### src/rtl/ej32_fetch_seq_if.sv
// Fetch-sequencer bus bundle: stage enable, memory byte in, and the opcode /
// phase / program-counter outputs consumed by the load/store and ALU stages.
interface ej32_fetch_seq_if #(
    parameter int unsigned ASZ = 17
);
    logic           en;
    logic [7:0]     mem_d;
    logic [7:0]     code_o;
    logic [2:0]     phase_o;
    logic [ASZ-1:0] p_o;
    logic           fetch_o;
    logic           done_o;

    // The sequencer side.
    modport master (
        input  en,
        input  mem_d,
        output code_o,
        output phase_o,
        output p_o,
        output fetch_o,
        output done_o
    );

    // The environment side: memory and downstream stages.
    modport slave (
        output en,
        output mem_d,
        input  code_o,
        input  phase_o,
        input  p_o,
        input  fetch_o,
        input  done_o
    );
endinterface

### src/rtl/ej32_fetch_seq.sv
// eJ32 instruction fetch and phase sequencer. Owns the program counter, latches
// the opcode, and steps a per-opcode phase counter for the downstream stages.
// Handles immediate-operand advancement and 16-bit relative goto.
// ASZ must be greater than 16 (the goto offset is sign-extended into it).
module ej32_fetch_seq #(
    parameter int unsigned    ASZ  = 17,
    parameter logic [ASZ-1:0] COLD = '0
) (
    input  logic               clk,
    input  logic               rst,
    ej32_fetch_seq_if.master   bus
);

    typedef enum logic [1:0] {StCold, StFetch, StDecode, StExec} state_e;

    localparam logic [ASZ-1:0] POne = ASZ'(1);

    localparam logic [7:0] OpBipush = 8'h10;
    localparam logic [7:0] OpSipush = 8'h11;
    localparam logic [7:0] OpLdi    = 8'h12;
    localparam logic [7:0] OpGoto   = 8'ha7;

    state_e         state_q, state_d;
    logic [ASZ-1:0] p_q, p_d;
    logic [ASZ-1:0] base_q, base_d;
    logic [7:0]     code_q, code_d;
    logic [2:0]     phase_q, phase_d;
    logic [15:0]    opr_q, opr_d;
    logic           fetch_q, fetch_d;
    logic           done_q, done_d;

    logic [2:0]     last_cur;
    logic [ASZ-1:0] goto_tgt;
    logic           is_imm;

    // Last phase index of each opcode; everything not listed finishes in phase 0.
    function automatic logic [2:0] last_of(input logic [7:0] op);
        case (op)
            8'h2e, 8'h4f:               last_of = 3'd4;
            8'h35, 8'h56, 8'h84:        last_of = 3'd2;
            8'h33, 8'h54, 8'hfc, 8'hfd: last_of = 3'd1;
            OpBipush:                   last_of = 3'd1;
            OpSipush:                   last_of = 3'd2;
            OpLdi:                      last_of = 3'd3;
            OpGoto:                     last_of = 3'd2;
            default:                    last_of = 3'd0;
        endcase
    endfunction

    assign last_cur = last_of(code_q);
    assign is_imm   = (code_q == OpBipush) || (code_q == OpSipush) || (code_q == OpLdi);
    // Relative target from the opcode address, wrapping modulo 2^ASZ.
    assign goto_tgt = base_q + {{(ASZ-16){opr_q[15]}}, opr_q};

    // Next-state, next-pc and registered-output computation.
    always_comb begin
        state_d = state_q;
        p_d     = p_q;
        base_d  = base_q;
        code_d  = code_q;
        phase_d = phase_q;
        opr_d   = opr_q;
        fetch_d = 1'b0;
        done_d  = 1'b0;
        unique case (state_q)
            StCold: begin
                p_d     = COLD;
                state_d = StFetch;
                fetch_d = 1'b1;
            end
            StFetch: begin
                state_d = StDecode;
            end
            StDecode: begin
                code_d  = bus.mem_d;
                base_d  = p_q;
                p_d     = p_q + POne;
                phase_d = 3'd0;
                opr_d   = 16'h0000;
                state_d = StExec;
                done_d  = (last_of(bus.mem_d) == 3'd0);
            end
            StExec: begin
                if (phase_q == last_cur) begin
                    phase_d = 3'd0;
                    state_d = StFetch;
                    fetch_d = 1'b1;
                    if (code_q == OpGoto) begin
                        p_d = goto_tgt;
                    end
                end else begin
                    phase_d = phase_q + 3'd1;
                    done_d  = ((phase_q + 3'd1) == last_cur);
                    if (is_imm) begin
                        p_d = p_q + POne;
                    end
                    if (code_q == OpGoto) begin
                        // High offset byte comes first, then the low byte.
                        if (phase_q == 3'd0) begin
                            opr_d[15:8] = bus.mem_d;
                            p_d         = p_q + POne;
                        end else begin
                            opr_d[7:0] = bus.mem_d;
                        end
                    end
                end
            end
            default: state_d = StCold;
        endcase
    end

    // State register: reset wins, otherwise update only when the stage is enabled.
    always_ff @(posedge clk) begin
        if (rst) begin
            state_q <= StCold;
            p_q     <= COLD;
            base_q  <= '0;
            code_q  <= 8'h00;
            phase_q <= 3'd0;
            opr_q   <= 16'h0000;
            fetch_q <= 1'b0;
            done_q  <= 1'b0;
        end else if (bus.en) begin
            state_q <= state_d;
            p_q     <= p_d;
            base_q  <= base_d;
            code_q  <= code_d;
            phase_q <= phase_d;
            opr_q   <= opr_d;
            fetch_q <= fetch_d;
            done_q  <= done_d;
        end
    end

    assign bus.code_o  = code_q;
    assign bus.phase_o = phase_q;
    assign bus.p_o     = p_q;
    assign bus.fetch_o = fetch_q;
    assign bus.done_o  = done_q;

endmodule
### src/flat_wrapper.sv
// flat-port wrapper written by rule: the top's interface ports become plain ports
module ej32_fetch_seq_flat 
#(
    parameter int unsigned    ASZ  = 17,
    parameter logic [ASZ-1:0] COLD = '0
)
  (clk, rst, bus_en, bus_mem_d, bus_code_o, bus_phase_o, bus_p_o, bus_fetch_o, bus_done_o);
  ej32_fetch_seq_if #(.ASZ(ASZ)) bus_i ();
  input  logic clk;
  input  logic rst;
  input wire logic [$bits(bus_i.en)-1:0] bus_en;
  input wire logic [$bits(bus_i.mem_d)-1:0] bus_mem_d;
  output wire logic [$bits(bus_i.code_o)-1:0] bus_code_o;
  output wire logic [$bits(bus_i.phase_o)-1:0] bus_phase_o;
  output wire logic [$bits(bus_i.p_o)-1:0] bus_p_o;
  output wire logic [$bits(bus_i.fetch_o)-1:0] bus_fetch_o;
  output wire logic [$bits(bus_i.done_o)-1:0] bus_done_o;
  assign bus_i.en = bus_en;
  assign bus_i.mem_d = bus_mem_d;
  assign bus_code_o = bus_i.code_o;
  assign bus_phase_o = bus_i.phase_o;
  assign bus_p_o = bus_i.p_o;
  assign bus_fetch_o = bus_i.fetch_o;
  assign bus_done_o = bus_i.done_o;
  ej32_fetch_seq #(.ASZ(ASZ), .COLD(COLD)) u_core (.clk(clk), .rst(rst), .bus(bus_i));
endmodule
### config.mk
export PLATFORM = sky130hd
export DESIGN_NAME = ej32_fetch_seq_flat
export DESIGN_NICKNAME = d
export VERILOG_FILES = /design/src/rtl/ej32_fetch_seq_if.sv /design/src/rtl/ej32_fetch_seq.sv /design/src/flat_wrapper.sv
export SDC_FILE = /design/constraint.sdc
export NUM_CORES = 1
export LEC_CHECK = 0
export CAP_MARGIN = 40
export CORE_UTILIZATION = 52
export DETAILED_ROUTE_END_ITERATION = 10
export MAX_ROUTING_LAYER = met4
export PLACE_DENSITY = 0.76
export REMOVE_ABC_BUFFERS = 1
export SLEW_MARGIN = 20
export SYNTH_ARGS = -nofsm -noshare
export SYNTH_HDL_FRONTEND = slang
export SYNTH_SLANG_ARGS = --single-unit
### constraint.sdc
create_clock -name clk -period 2.7 [get_ports clk]
set_input_delay 0.54 -clock clk [delete_from_list [all_inputs] [get_ports clk]]
set_output_delay 0.54 -clock clk [all_outputs]
set_load 0.05 [all_outputs]
Run 1, supply network:
Scale bar: 20 microns. Pins as bars on the die edge. Tap cells in grey.
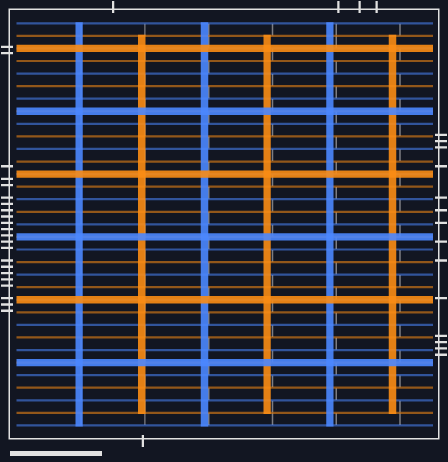
| colour | net |
|---|---|
| orange | VDD |
| blue | VSS |
rows: 32
met5 straps: 6
met4 straps: 6

Run 1, cell classes on the final placement:
Scale bar: 20 microns.
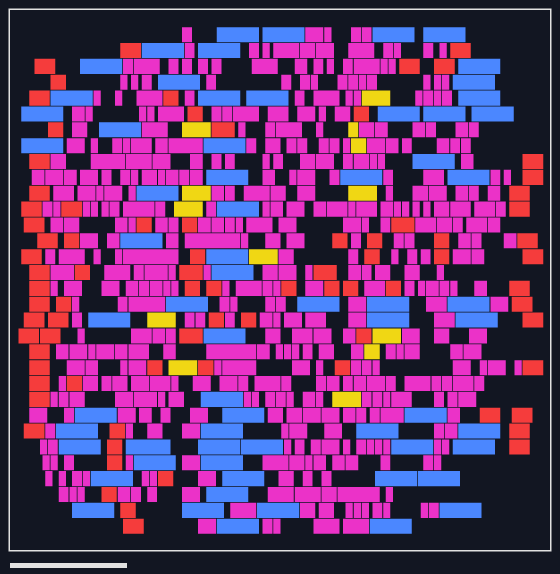
| colour | class | cells |
|---|---|---|
| magenta | all other logic | 454 |
| yellow | clock drivers and dummy loads | 13 |
| blue | flip-flops | 65 |
| red | other buffers and delay cells | 80 |
post-route cell area: 5250 sq um
flop share of the area: 24.8%
Finished Core Util: 66.9%
num rows: 32

Run 1, clock distribution:
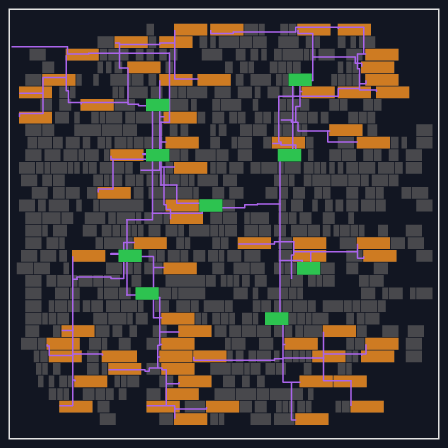
[orange] flip-flops | count: 65
[purple] clock wires | length: 861 microns
[green] cells driving clock nets | count: 9
flops lie: spread over the die
clock share of power: 34.1%
clk ins delay skew pair: 350 ps
Clock Skew: 11.3 ps
clock distribution power: 0.719 mW

==> results.yml, run 1 <==
# yosys + openroad results
critical_path:
  required_ps: 2930
  rrSetupSlack_ps: -40
  r2r-start: "u_core.bus.code_o[7]"
  startpoint: "u_core.bus.code_o[7]"
  path_delay_family: "AND-OR/OR-AND gates"
  critical_path_class: "reg -> reg"
  cp_common_cell: "buf_4"
  cp_slowest_cell: "or4_1"
  crit_fanout: 8
  cp_num_cells: 9
  cpPeakStageDelay_ps: 520
  r2r.worst_path.cells: 9
  r2r-end: "u_core.bus.p_o[5]"
  critical_path_buf_inv_count: 2
  end_kind: "register"
  cp.arrival_ps: 2970
worst_hold_path:
  min-delay-start: "u_core.bus.fetch_o"
  worstHoldPathType: "reg -> reg"
  whs_endpoint: "u_core.bus.fetch_o"
  hold_depth: 2
clock_network:
  clk_pin_slew_ps: 70
  clock_path_buffers: 2
  cts_tree: "done"
  cts_made_buffers: 9
  cts_root_buffer: "clkbuf_8"
  clock_sinks: 65
  cts_hold_buf: 0
  post_cts_resized: 0
  htreeDepth: 3
pwr:
  powerComb_mw: 0.366
  powerSeq_mw: 1.02
  switching_share_pct: 30.7
  switching_power_mw: 0.647
  top_power_group: "sequential cells"
  p_total_mw: 2.11
  seqPwrFrac_pct: 48.5
  p_int_mw: 1.46
  vdd_ir_drop_max_mv: 0.217
  leakagePower_nw: 1.95
  p_comb_share_pct: 17.4
  p_per_area_nw_per_um2: 401
die:
  initial_utilization_pct: 54.4
  fp.dieH_microns: 92.6
  core-area_sq_um: 7850
  io_pins: 41
  chipArea_sq_um: 8580
  die_w_microns: 92.6
placed_design:
  pre_cts_slack_ps: -1.82
  place_hpwl_microns: 9420
  globalplace.congestion: 0.933
  place_inst: 698
  numPortBuffers: 40
  dpl_cell_area_sq_um: 4960
yosys:
  ys_cells: 550
  most_common_cell: "nand2_1"
  ys_seq_share_pct: 30.5
  avgSynthCellArea_sq_um: 7.77
  synthTopCellsByArea: "dfxtp_1 30%, ha_1 7.0%, nand2_1 7.0%"
  synth_cell_types: 67
  top_cell_area_share_pct: 30.5
  netlist_instances: 550
  flop_cell: "dfxtp_1"
  synthTopCellsByCount: "80 x nand2_1, 65 x dfxtp_1, 58 x a21oi_1, 32 x o21ai_0, 30 x nor2_1"
  yosysChipArea_sq_um: 4270
  ys.flops: 65
  yosysWarnings: 0
  synth.cell_area_sq_um: 4270
  edf_count: 0
  async_reset_ff_share_pct: 0
sta:
  tightest_slew_ps: 783
  rsz0062_at_grt: "yes"
  finalHoldViolations: 0
  max_freq_ghz: 0.365
  finalSetupViolCount: 6
  setup_ws_ps: -37.2
  max_slew_margin_pct: 47.5
  maxSlewViolCount: 0
  finalCriticalPeriod_ps: 2740
  setup-tns-final_ps: -147
  period_used_pct: 101
finish:
  layout.cells.non_filler: 714
  syn2layout_area_growth_pct: 23.0
  layout_top_cells: "79 x nand2_1, 64 x dfxtp_1, 57 x a21oi_1"
  mostFrequentLayoutCell: "nand2_1"
  drive_gt1_share_pct: 12.9
  antenna-diode-count: 0
  nets: 646
global_routing:
  grt_use_total_pct: 32.5
  gr-total-overflow: 0
  met1_usage_pct: 40.9
  grtUsageMet3_pct: 3.69
  grt.busiest_layer: "met2"
  grt.met2_usage_pct: 54.0
  grt_pass1_wl_microns: 21200
  grt_pass1_vias: 4291
drt:
  wl_met2_microns: 6270
  drt_iter0_drc: 342
  met3_length_microns: 720
  drc: 0
  top_layer: "met4"
  drt-pass1-iter-count: 5
  antenna_left: 0
  vias: 4547
  wirelength_microns: 13000
  wl_met1_microns: 5740
  viasPerCell: 6.37
outcome:
  status: "complete, but fails checks"
  violations: "negative setup slack"
run:
  warnings: 32
  maxCapViolCount: 0
-- run 1: area by class of cell --
cell class,instances,area [sq um]
clock inverter,3,20.0
multi-input combinational,441,2900
timing repair buffer,80,719
clock buffer,10,138
fill,696,2590
sequential,65,1300
inverter,13,48.8
tap,102,128
-- run 1: registers in the layout, indices dropped and copies added (netlist names) --
signal              flops
u_core.opr_q           16
u_core.bus.fetch_o      1
u_core.state_q          2
u_core.bus.phase_o      3
u_core.base_q          17
u_core.bus.p_o         17
u_core.bus.done_o       1
u_core.bus.code_o       8
-- run 1: logic make-up after synthesis --
family	synth area share, %
xor gates and xnor gates	3.90
adders and majority gates	7.50
AOI/OAI and AO/OA	28.6
DFF	30.5
and+or+nand+nor	24.5
muxes	0.967
buffers and inverters	4.04
Run 1, metal layers overlaid:
Scale bar: 20 microns. Only two layers are drawn.
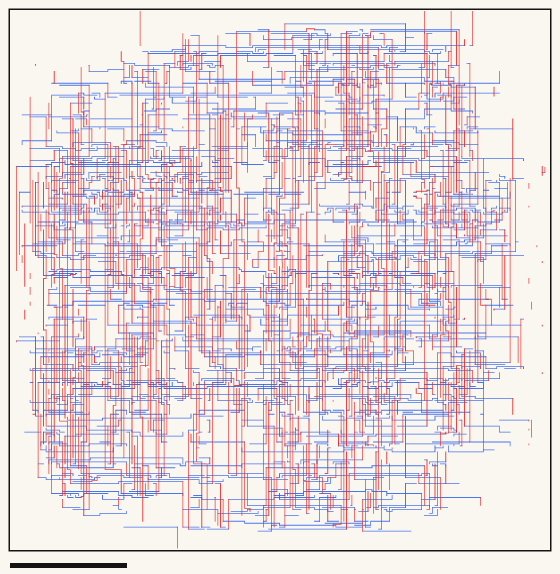

==> inputs of run 2 (changes only) <==
Settings changed: CORE_UTILIZATION 52 to 54, CTS_BUF_LIST set to sky130_fd_sc_hd__clkbuf_8, PLACE_DENSITY 0.76 to 0.79.
Run 2, metal layers overlaid:
Scale bar: 20 microns. Only two layers are drawn.
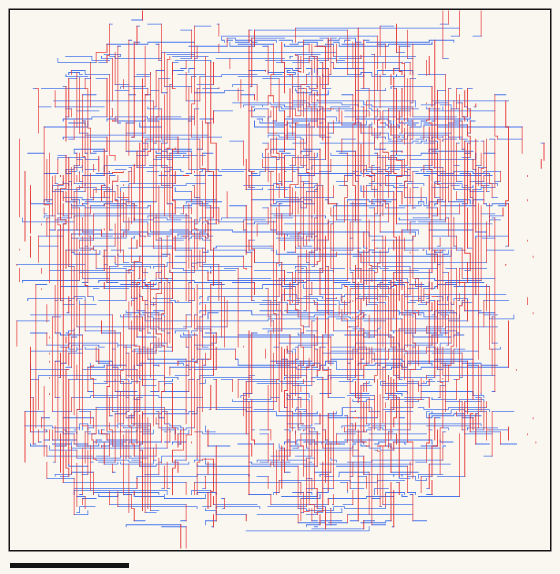
| colour | layer | wire length |
|---|---|---|
| red | met2 | 6020 microns |
| blue | met1 | 5430 microns |
GRT Util Overall: 32.3%
DR vias: 4651
Routed WL: 13000 microns

==> run 2 against run 1 <==
The run still ends with negative setup slack left. Die area is 3.6% lower. Global-route usage is 0.17 points lower. Critical path type unchanged. Highest routed layer unchanged. Critical endpoint is now u_core.bus.p_o[16]. Critical path depth is 1 lower. Maximum frequency is 2.9% lower. Sequential power hardly changed. Register-to-register slack worse by 80 ps. Largest cell class unchanged. Flip-flop count stayed put.
==> results.yml, run 2 <==
# yosys + openroad results
outcome:
  status: "complete, but fails checks"
  violations: "negative setup slack"
critical_path:
  r2r-end: "u_core.bus.p_o[16]"
  startpoint: "u_core.bus.code_o[4]"
  rrSetupSlack_ps: -120
  required_ps: 2940
  end_kind: "register"
  r2r.worst_path.cells: 8
  critPathLaunchType: "register"
  crit_fanout: 4
  cp.arrival_ps: 3060
  r2r-start: "u_core.bus.code_o[4]"
  critical_path_class: "reg -> reg"
  crit_end: "u_core.bus.p_o[16]"
finish:
  comb_cells: 441
  n_fill_cell: 605
  clk_share_pct: 4.46
  syn2layout_area_growth_pct: 27.5
  design.seq.count: 65
  layout_top_cells: "79 x nand2_1, 62 x dfxtp_1, 55 x a21oi_1"
  largest_cell_class: "multi-input combinational cells"
  nets: 650
  combGateArea_sq_um: 2950
  seqCellArea_sq_um: 1310
  final_cell_area_sq_um: 5450
  n_all_inverters: 13
  clkbuf_count: 9
  buffers: 84
  comb_share_pct: 54.2
  drive_gt1_share_pct: 15.8
  mostFrequentLayoutCell: "nand2_1"
  final-nonclk-buf-share_pct: 14.1
  antenna-diode-count: 0
yosys:
  synthTopCellsByArea: "dfxtp_1 30%, ha_1 7.0%, nand2_1 7.0%"
  adder_share_pct: 7.50
  netlist_instances: 550
  ys_sh_aoi_pct: 28.6
  edf_count: 0
  most_common_cell: "nand2_1"
  muxShareOfSynthArea_pct: 0.967
  flop_cell: "dfxtp_1"
  avgSynthCellArea_sq_um: 7.77
  async_reset_ff_share_pct: 0
  synthTopCellsByCount: "80 x nand2_1, 65 x dfxtp_1, 58 x a21oi_1, 32 x o21ai_0, 30 x nor2_1"
  synth.cell_area_sq_um: 4270
  ys_seq_share_pct: 30.5
  yosysWarnings: 0
  ys.flops: 65
  top_area_cell: "dfxtp_1"
  synth_cell_types: 67
  yosysChipArea_sq_um: 4270
  synth.logic.top_family: "AND-OR/OR-AND gates"
  ys_cells: 550
  top_cell_area_share_pct: 30.5
  simple_gate_area_share_pct: 24.5
  ys_sh_xor_pct: 3.90
placed_design:
  dpl_cell_area_sq_um: 4970
  numPortBuffers: 40
  place_inst: 699
  globalplace.congestion: 0.932
  place_hpwl_microns: 9350
  pre_cts_slack_ps: -51.3
clock_network:
  clock_path_buffers: 2
  post_cts_resized: 1
  cts_made_buffers: 9
  cts_root_buffer: "clkbuf_8"
  insertion_delay_ps: 350
  clk_pin_slew_ps: 70
  htreeDepth: 3
  cts_setup_buffers: 3
  clock_sinks: 65
  cts_hold_buf: 0
  cts_tree: "done"
pwr:
  p_total_mw: 2.42
  vdd_ir_drop_max_mv: 0.291
  p_per_area_nw_per_um2: 445
  leakagePower_nw: 2.02
drt:
  viasPerCell: 6.45
  drt-pass1-iter-count: 5
  post_drt_wl_per_cell_microns: 18.0
  antenna_left: 0
  drc: 0
  drt_iter0_drc: 437
global_routing:
  grt_pass1_vias: 4302
  grt_max_degree: 27
  antenna_found_initial: 0
  gr-total-overflow: 0
  grt_pass1_wl_microns: 20600
worst_hold_path:
  min-delay-start: "u_core.base_q[13]"
  worstHoldPathType: "reg -> reg"
  whs_endpoint: "u_core.base_q[13]"
  hold_depth: 2
sta:
  rsz0062_at_grt: "yes"
  finalHoldViolations: 0
  setup_ws_ps: -120
  max_freq_ghz: 0.355
  setup-tns-final_ps: -846
  period_used_pct: 104
  finalCriticalPeriod_ps: 2820
  finalSetupViolCount: 23
  max_slew_margin_pct: 51.5
  hold_slack_ps: 460
  maxSlewViolCount: 0
  skew_ps: 6.04
  tightest_slew_ps: 723
die:
  initial_utilization_pct: 55.6
  fp.dieH_microns: 90.9
  chipArea_sq_um: 8270
  die_w_microns: 90.9
  taps: 102
  core-area_sq_um: 7690
  io_pins: 41
  row_count: 32
run:
  maxCapViolCount: 0
  warnings: 32
Run 2, cell placement:
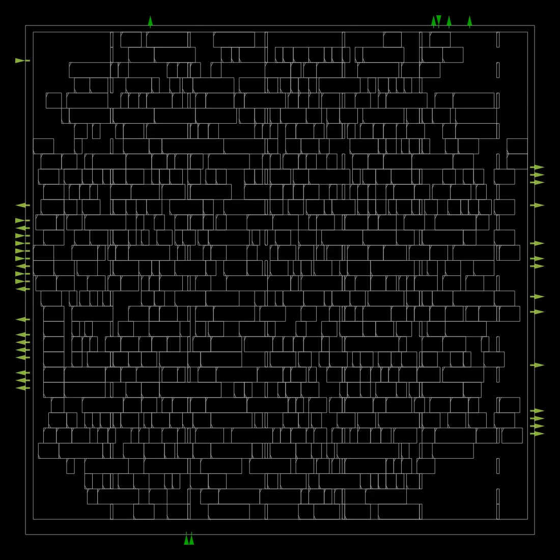
Non-Filler Instances: 721
flop share of the area: 24.0%
Finished Core Util: 70.8%

-- run 2: critical path, cell delays in order, from the launching register on --
cell,delay (ps)
dfxtp_2,340
or3b_4,380
or4_4,530
a31o_1,220
a221oi_2,360
a311oi_2,230
buf_4,220
and3_4,170
a221o_1,280
-- run 2: per-layer routing --
| metal | up-vias | GRT usage, % | wire length (microns) |
|---|---|---|---|
| met4 | 0 | 16.3 | 476 |
| met1 | 2176 | 39.2 | 5430 |
| met2 | 238 | 51.4 | 6020 |
| met3 | 43 | 6.11 | 1040 |
| met5 | - | - | 0 |
| li1 | 2194 | - | - |
-- run 2: power breakdown --
part	switching [mW]	total, mW	internal (mW)	leakage [nW]
Sequential	0.0399	1.02	0.983	0.528
Clock	0.404	1.02	0.615	0.121
Combinational	0.240	0.384	0.144	1.37
Run 2, cell classes on the final placement:
Scale bar: 20 microns.
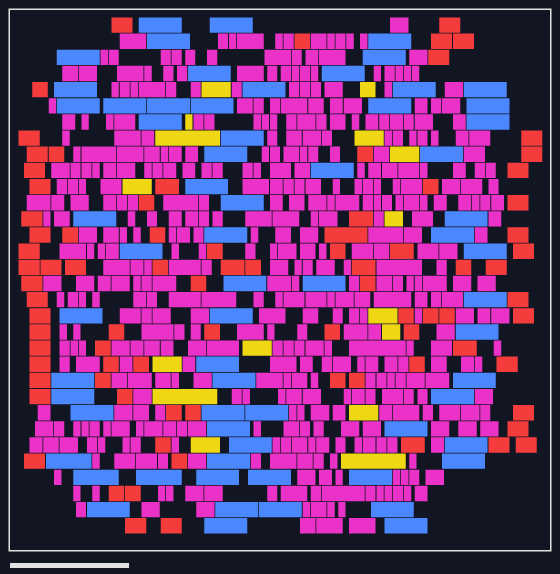

==> inputs of run 3 (changes only) <==
Settings changed: CTS_BUF_LIST sky130_fd_sc_hd__clkbuf_8 to sky130_fd_sc_hd__clkbuf_4 sky130_fd_sc_hd__clkbuf_8.
Run 3, cell classes on the final placement:
Scale bar: 20 microns.
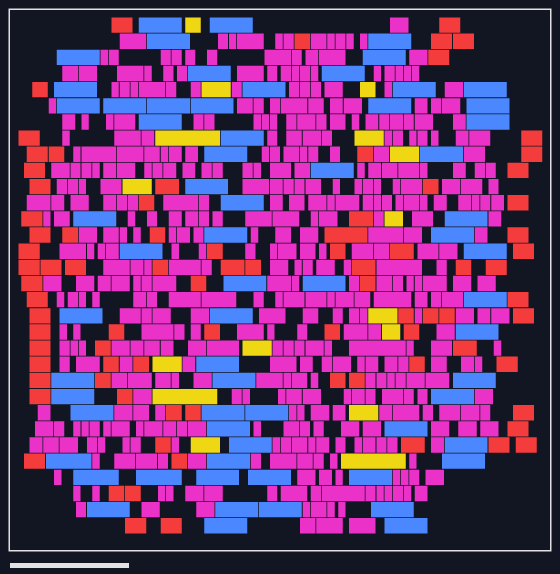
| colour | class | cells |
|---|---|---|
| red | other buffers and delay cells | 84 |
| yellow | clock drivers and dummy loads | 16 |
| blue | flip-flops | 65 |
| magenta | all other logic | 454 |
Finished Core Util: 70.9%
Core Area: 7690 sq um

==> run 3 against run 2 <==
The run still ends with negative setup slack left. Maximum frequency rose by 0.43%. Sequential share of layout area barely moved. Largest power group is now clock. Clock-buffer cell count rose by 1. Die area did not move. Sequential power barely moved. Power rose by 0.38%.
==> results.yml, run 3 <==
# yosys + openroad results
outcome:
  status: "complete, but fails checks"
  violations: "negative setup slack"
global_routing:
  grt.met2_usage_pct: 51.4
  grt_use_total_pct: 32.3
  gr-total-overflow: 0
  grt_pass1_wl_microns: 20600
  antenna_found_initial: 0
  met1_usage_pct: 39.2
  grt_max_degree: 27
sta:
  maxSlewViolCount: 0
  setup_ws_ps: -107
  max_slew_margin_pct: 51.7
  rsz0062_at_grt: "yes"
  tightest_slew_ps: 719
  finalCriticalPeriod_ps: 2810
  finalSetupViolCount: 23
  max_freq_ghz: 0.356
  period_used_pct: 104
  finalHoldViolations: 0
die:
  io_pins: 41
  fp.dieH_microns: 90.9
  initial_utilization_pct: 55.6
  die_w_microns: 90.9
  row_count: 32
critical_path:
  cp.arrival_ps: 3050
  critPathLaunchType: "register"
  cp_cell_sequence: "or3b_4 -> or4_4 -> a31o_1 -> a221oi_2 -> a311oi_2 -> buf_4 -> and3_4 -> a221o_1"
  cpPeakStageDelay_ps: 530
  required_ps: 2940
  crit_fanout: 4
  end_kind: "register"
pwr:
  clockPowerShare_pct: 42.2
  switching_power_mw: 0.679
  powerComb_mw: 0.383
  p_int_mw: 1.75
  power_clock_mw: 1.03
  top_power_group: "clock"
  seqPwrFrac_pct: 42.0
  p_comb_share_pct: 15.7
  leakagePower_nw: 2.02
  vdd_ir_drop_max_mv: 0.289
  p_total_mw: 2.43
  switching_share_pct: 27.9
  powerSeq_mw: 1.02
  p_per_area_nw_per_um2: 447
clock_network:
  cts_hold_buf: 0
  cts_made_buffers: 9
  clock_sinks: 65
  clock_path_buffers: 2
  htreeDepth: 3
  cts_setup_buffers: 3
  clk_pin_slew_ps: 70
  cts_root_buffer: "clkbuf_8"
yosys:
  ys_sh_aoi_pct: 28.6
  top_cell_area_share_pct: 30.5
  synthTopCellsByArea: "dfxtp_1 30%, ha_1 7.0%, nand2_1 7.0%"
  async_reset_ff_share_pct: 0
  synthTopCellsByCount: "80 x nand2_1, 65 x dfxtp_1, 58 x a21oi_1, 32 x o21ai_0, 30 x nor2_1"
  ys.flops: 65
  netlist_instances: 550
  avgSynthCellArea_sq_um: 7.77
  muxShareOfSynthArea_pct: 0.967
  synth.logic.top_family: "AND-OR/OR-AND gates"
  flop_cell: "dfxtp_1"
  adder_share_pct: 7.50
  simple_gate_area_share_pct: 24.5
  ys_cells: 550
  synth_cell_types: 67
  yosysWarnings: 0
  ys_sh_xor_pct: 3.90
  top_area_cell: "dfxtp_1"
  synth.cell_area_sq_um: 4270
drt:
  post_drt_wl_per_cell_microns: 18.0
  wirelength_microns: 13000
  wl_met1_microns: 5370
  drc: 0
  drt-pass1-iter-count: 5
  met3_length_microns: 1080
  viasPerCell: 6.43
  wl_met2_microns: 6020
run:
  maxCapViolCount: 0
  warnings: 32
placed_design:
  pre_cts_slack_ps: -51.3
  dpl_cell_area_sq_um: 4970
  place_inst: 699
  numPortBuffers: 40
  place_hpwl_microns: 9350
finish:
  nets: 650
  antenna-diode-count: 0
  layout_top_cells: "79 x nand2_1, 62 x dfxtp_1, 55 x a21oi_1"
  drive_gt1_share_pct: 16.0
  final_cell_area_sq_um: 5450
Run 3, clock distribution:
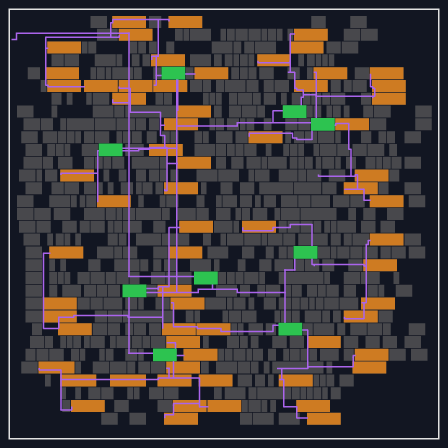
[orange] flip-flops | count: 65
[purple] clock wires | length: 850 microns
[green] cells driving clock nets | count: 9
flops lie: spread over the die
routed clock nets: 10

==> run 3: cell types whose count changed in the layout (fill, tap and decap cells not counted), sizes merged <==
cell,previous run,this run
clkbuf,9,10
inv,14,13
==> run 3: path summary, 6_finish.rpt <==
path,startpoint,endpoint,slack (ps),cells past startpoint
setup / recovery,u_core.bus.code_o[4],u_core.bus.p_o[16],-110,8
setup reg to reg,u_core.bus.code_o[4],u_core.bus.p_o[16],-110,8
hold / removal,u_core.base_q[13],u_core.base_q[13],460,2
hold reg to reg,u_core.base_q[13],u_core.base_q[13],460,2
==> run 3: final cells by class <==
class / count / area, sq um
multi-input cells: 441 / 2950
flip-flops and latches: 65 / 1310
well taps: 102 / 128
clock inverters: 6 / 115
fillers: 607 / 2240
repair buffers: 84 / 769
clock buffers: 10 / 131
inverters: 13 / 48.8
Power is estimated from default activity; no workload was simulated.
